Figure 1. Routing congestion.
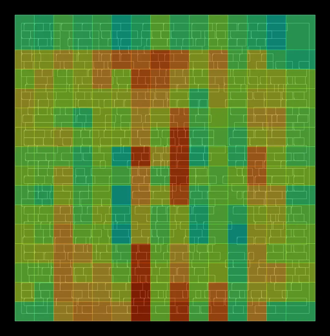
Figure 2. Met2 routing.
Cells faint in the background.
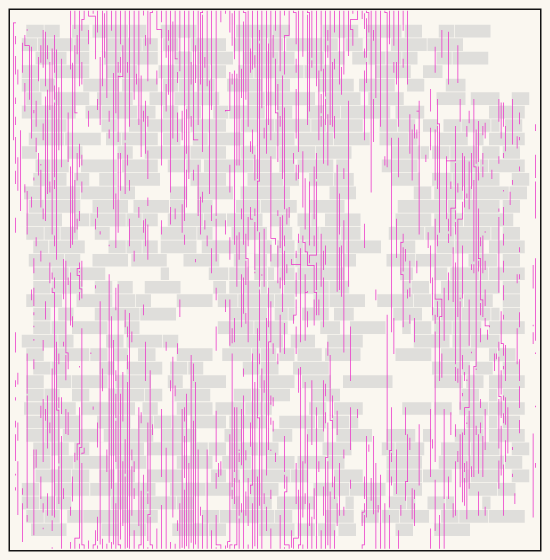
Figure 3. Placement by cell class.
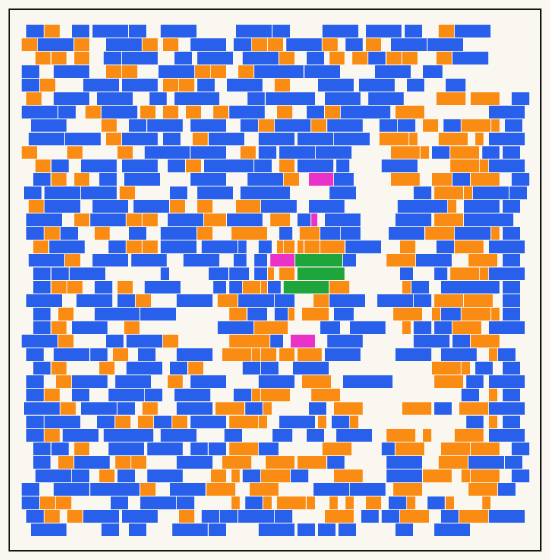
File: src/rtl/sram_bus_arbiter.sv
// Shares one sram-like master port between the instruction-fetch requester and the
// data requester. One transaction is outstanding at a time, and the grant holds from address phase to data phase.
module sram_bus_arbiter #(
  parameter int AW            = 32,
  parameter int DW            = 32,
  parameter bit DATA_PRIORITY = 1'b1
) (
  input  logic          clk,
  input  logic          resetn,
  input  logic          inst_req,
  input  logic [AW-1:0] inst_addr,
  output logic          inst_addr_ok,
  output logic          inst_data_ok,
  output logic [DW-1:0] inst_rdata,
  input  logic          data_req,
  input  logic          data_wr,
  input  logic [1:0]    data_size,
  input  logic [AW-1:0] data_addr,
  input  logic [DW-1:0] data_wdata,
  output logic          data_addr_ok,
  output logic          data_data_ok,
  output logic [DW-1:0] data_rdata,
  output logic          mem_req,
  output logic          mem_wr,
  output logic [1:0]    mem_size,
  output logic [AW-1:0] mem_addr,
  output logic [DW-1:0] mem_wdata,
  input  logic          mem_addr_ok,
  input  logic          mem_data_ok,
  input  logic [DW-1:0] mem_rdata
);

  // Handshake: a side's address is taken in the cycle where its req and mem_addr_ok
  // are both high (addr_ok pulses then). Its response arrives as a one-cycle data_ok.
  typedef enum logic [1:0] {IDLE = 2'd0, ADDR = 2'd1, DATA = 2'd2} state_t;

  state_t state;
  logic   owner_d;       // 1 = data side owns the bus, 0 = instruction side
  logic   last_grant_d;  // 1 = data side was granted most recently

  logic sel_valid, sel_d, owner_req, drive_valid, drive_d, addr_hs, data_hs;

  always_comb begin
    sel_valid = (state == IDLE) && (inst_req || data_req);
    if (inst_req && data_req) sel_d = DATA_PRIORITY ? 1'b1 : ~last_grant_d;
    else                      sel_d = data_req;
    owner_req   = owner_d ? data_req : inst_req;
    drive_valid = sel_valid || (state == ADDR);
    drive_d     = (state == IDLE) ? sel_d : owner_d;
    addr_hs     = resetn && mem_addr_ok &&
                  (sel_valid || ((state == ADDR) && owner_req));
    data_hs     = resetn && (state == DATA) && mem_data_ok;
  end

  always_comb begin
    mem_req   = 1'b0;
    mem_wr    = 1'b0;
    mem_size  = 2'd0;
    mem_addr  = '0;
    mem_wdata = '0;
    if (resetn && drive_valid) begin
      if (drive_d) begin
        mem_req   = data_req;
        mem_wr    = data_wr;
        mem_size  = data_size;
        mem_addr  = data_addr;
        mem_wdata = data_wdata;
      end else begin
        // Fetches are always word reads.
        mem_req   = inst_req;
        mem_size  = 2'd2;
        mem_addr  = inst_addr;
      end
    end
    inst_addr_ok = addr_hs && !drive_d;
    data_addr_ok = addr_hs && drive_d;
    inst_data_ok = data_hs && !owner_d;
    data_data_ok = data_hs && owner_d;
    inst_rdata   = inst_data_ok ? mem_rdata : '0;
    data_rdata   = data_data_ok ? mem_rdata : '0;
  end

  always_ff @(posedge clk or negedge resetn) begin
    if (!resetn) begin
      state        <= IDLE;
      owner_d      <= 1'b0;
      last_grant_d <= 1'b1;
    end else begin
      case (state)
        IDLE: begin
          if (sel_valid) begin
            owner_d <= sel_d;
            if (mem_addr_ok) begin
              state        <= DATA;
              last_grant_d <= sel_d;
            end else begin
              state <= ADDR;
            end
          end
        end
        ADDR: begin
          // A requester dropping req before acceptance abandons the grant.
          if (!owner_req) begin
            state <= IDLE;
          end else if (mem_addr_ok) begin
            state        <= DATA;
            last_grant_d <= owner_d;
          end
        end
        DATA: begin
          if (mem_data_ok) state <= IDLE;
        end
        default: state <= IDLE;
      endcase
    end
  end

endmodule
File: config.mk
export PLATFORM = sky130hd
export DESIGN_NAME = sram_bus_arbiter
export DESIGN_NICKNAME = d
export VERILOG_FILES = /design/src/rtl/sram_bus_arbiter.sv
export SDC_FILE = /design/constraint.sdc
export NUM_CORES = 1
export LEC_CHECK = 0
export CAP_MARGIN = 15
export CORE_AREA = 2 2 105 107
export DETAILED_ROUTE_END_ITERATION = 10
export DIE_AREA = 0 0 107 109
export PLACE_DENSITY_LB_ADDON = 0.08
export SLEW_MARGIN = 20
export SYNTH_ARGS = -nofsm -noshare
export SYNTH_HDL_FRONTEND = slang
export SYNTH_SLANG_ARGS = --single-unit
File: constraint.sdc
create_clock -name clk -period 2.6 [get_ports clk]
set_input_delay 0.78 -clock clk [delete_from_list [all_inputs] [get_ports clk]]
set_output_delay 0.78 -clock clk [all_outputs]
set_load 0.1 [all_outputs]
==> results.ini <==
[status]
status=complete, but fails checks
violations=setup timing

[worst_setup_path]
crit_fanout=6
path_class=in2out
endpoint_kind=output port
startpoint_type=input port

[yosys]
syn_inst=250
synth.distinct_cells=26
synth_area_per_cell_um2=6.08
ys_warn_count=0
ys_cells=250
yosys.area.top_type_share_pct=40.3
yosysSeqAreaShare_pct=4.94
syn_area_um2=1520
edf_count=0
flop_cell=dfrtp_1
ys_async_sr_fraction_pct=100
syn_nets=387
ys.flops=3
ys_area_um2=1520

[finish]
drive_gt1_share_pct=68.2
seq_area_um2=77.6
fin_nets=695
diodes=0
area_growth_pct=401
multiInputGateArea_um2=2280
fill_cells=766

[run]
maxCapViolations=0
tool_warnings=29

[cts]
cts-root-buf=clkbuf_8
path_clk_slew_ps=30
clkLatencyLatePin_ps=220
cts_tree=done
h-tree-depth=1
cts_made_buffers=3

[global_routing]
grt_busiest_layer=met2
grt-ovfl-total=0
grtUsageTotal_pct=19.9
grt_antenna_before_repair=0
grt_max_degree=34
grt_pass1_vias=3312
grt_pass1_wl_mm=18.2

[timing]
final_max_slew_viol_count=0
finalWorstSetupSlack_ps=-108
max-slew-margin-rel_pct=78.5
setup_viol=109
hold_viol=0
finalCritPeriodShare_pct=104
worst_slew_pin_slew_ps=323
clock.fmax_ghz=0.369
fin_skew_ps=1.24

[floorplanning]
initial_utilization_pct=14.3
die_w_um=107
io-pin-count=273

[place]
dp_slack_ps=-560
numPortBuffers=272
hpwl_mm=9.13
place.gp.congestion=0.788

[hold_path]
hold_class=in2async

[pwr]
leakagePower_nw=2.94
peakVddDrop_v=0.000228

[drt]
drtPass1Iterations=4
avgRoutedWirePerCell_um=17.3
drc=0
drt_iter0_markers=76
viasPerCell=4.39

Back to the opening pictures, Figure 1:
met2 usage: 38.6%
fin util: 71.8%
Global Route met1 Usage: 21.5%
met3 usage: 5.74%

Back to the opening pictures, Figure 2:
main direction: vertical
nets with wire on the layer: 628
share of all routed wire: 56%
WL final: 12.0 mm
Vias: 3,061

Back to the opening pictures, Figure 3:
legend:
  flops:
    color: green
    cells: 3
  clock drivers and dummy loads:
    color: magenta
    cells: 4
  other buffers and delay cells:
    color: blue
    cells: 330
  combinational and other logic:
    color: orange
    cells: 220
flop share of the area: 1.02%
Design Area, Final: 7610 µm²
Rows: 38
CORE AREA: 10,600 µm²

==> cell families after synthesis <==
family	after synthesis	share of synthesized area, %
simple gates	147	58.2
compound gates	70	24.0
buf+inv	28	11.5
flops	3	4.94
mux	2	1.32
==> report_power, final <==
| group | leakage, nW | total, mW | internal, mW | switching, mW |
|---|---|---|---|---|
| registers | 0.0345 | 0.0913 | 0.0589 | 0.0324 |
| clock network | 0.0228 | 0.139 | 0.105 | 0.0344 |
| logic | 2.88 | 3.37 | 1.41 | 1.96 |
==> registers in the layout, indices dropped and copies added, names as in the netlist <==
name	flops
state	2
owner_d	1
==> layer usage <==
layer	share of wire [%]	wire length, µm
met5	0	0
met4	0.93	112
met1	35	4180
met2	56	6700
met3	8.8	1060
==> final cells by class <==
| cell class | instances | area share (%) |
|---|---|---|
| clock buffer | 4 | 0.592 |
| inverter | 1 | 0.0493 |
| multi-input combinational | 219 | 29.9 |
| sequential | 3 | 1.02 |
| tap | 140 | 2.30 |
| timing repair buffer | 330 | 66.1 |
==> stage by stage <==
stage | setup TNS [ps] | hold WS (ps) | std cells | instance area [µm²] | total power, mW
finish | -6500 | 525 | 697 | 7610 | 3.60
floorplan | -6720 | 484 | 250 | 2440 | 2.06
CTS | -15890 | 604 | 694 | 7540 | 3.60
global route | -12040 | 537 | 697 | 7610 | 3.73
global placement | -56660 | 631 | 665 | 6820 | 3.17
detailed placement | -56940 | 641 | 665 | 6820 | 3.19
==> final timing paths <==
kind	from	endpoint	slack, ps	cells after the start
min in group clk	owner_d	owner_d	690	2
max in group asynchronous	resetn	state[1]	1970	3
min	resetn	state[0]	530	3
max	data_req	mem_addr[15]	-110	8
max reg2reg	owner_d	state[1]	1080	5
min reg2reg	owner_d	owner_d	690	2
==> layout by cell type (no fill, tap or decap), types with 3 or more instances in the layout <==
cell	synthesis	routed
o21ai_2	0	5
clkbuf_16	0	3
o21ai_4	0	26
clkbuf_8	0	3
buf_4	0	16
and2_4	0	98
a21oi_4	0	32
buf_12	0	151
clkdlybuf4s50_1	0	132
buf_6	7	14
buf_16	0	10
nand3_1	32	32
==> worst max-delay path, stage by stage <==
cell,delay (ps)
buf_6,70
buf_6,100
nor3b_4,250
buf_6,170
buf_12,140
o21ai_4,60
a21oi_4,160
buf_12,190
==> repair_timing <==
action                                  4_1_cts  5_1_grt
resized                                     125       12
endpoints found under the setup margin      136      136
setup buffers                                13        4
pin swaps                                    61       42
hold buffers                                  0        0
cloned                                       12        3
Power figures rest on the tool's default switching activity, not on a simulated workload.
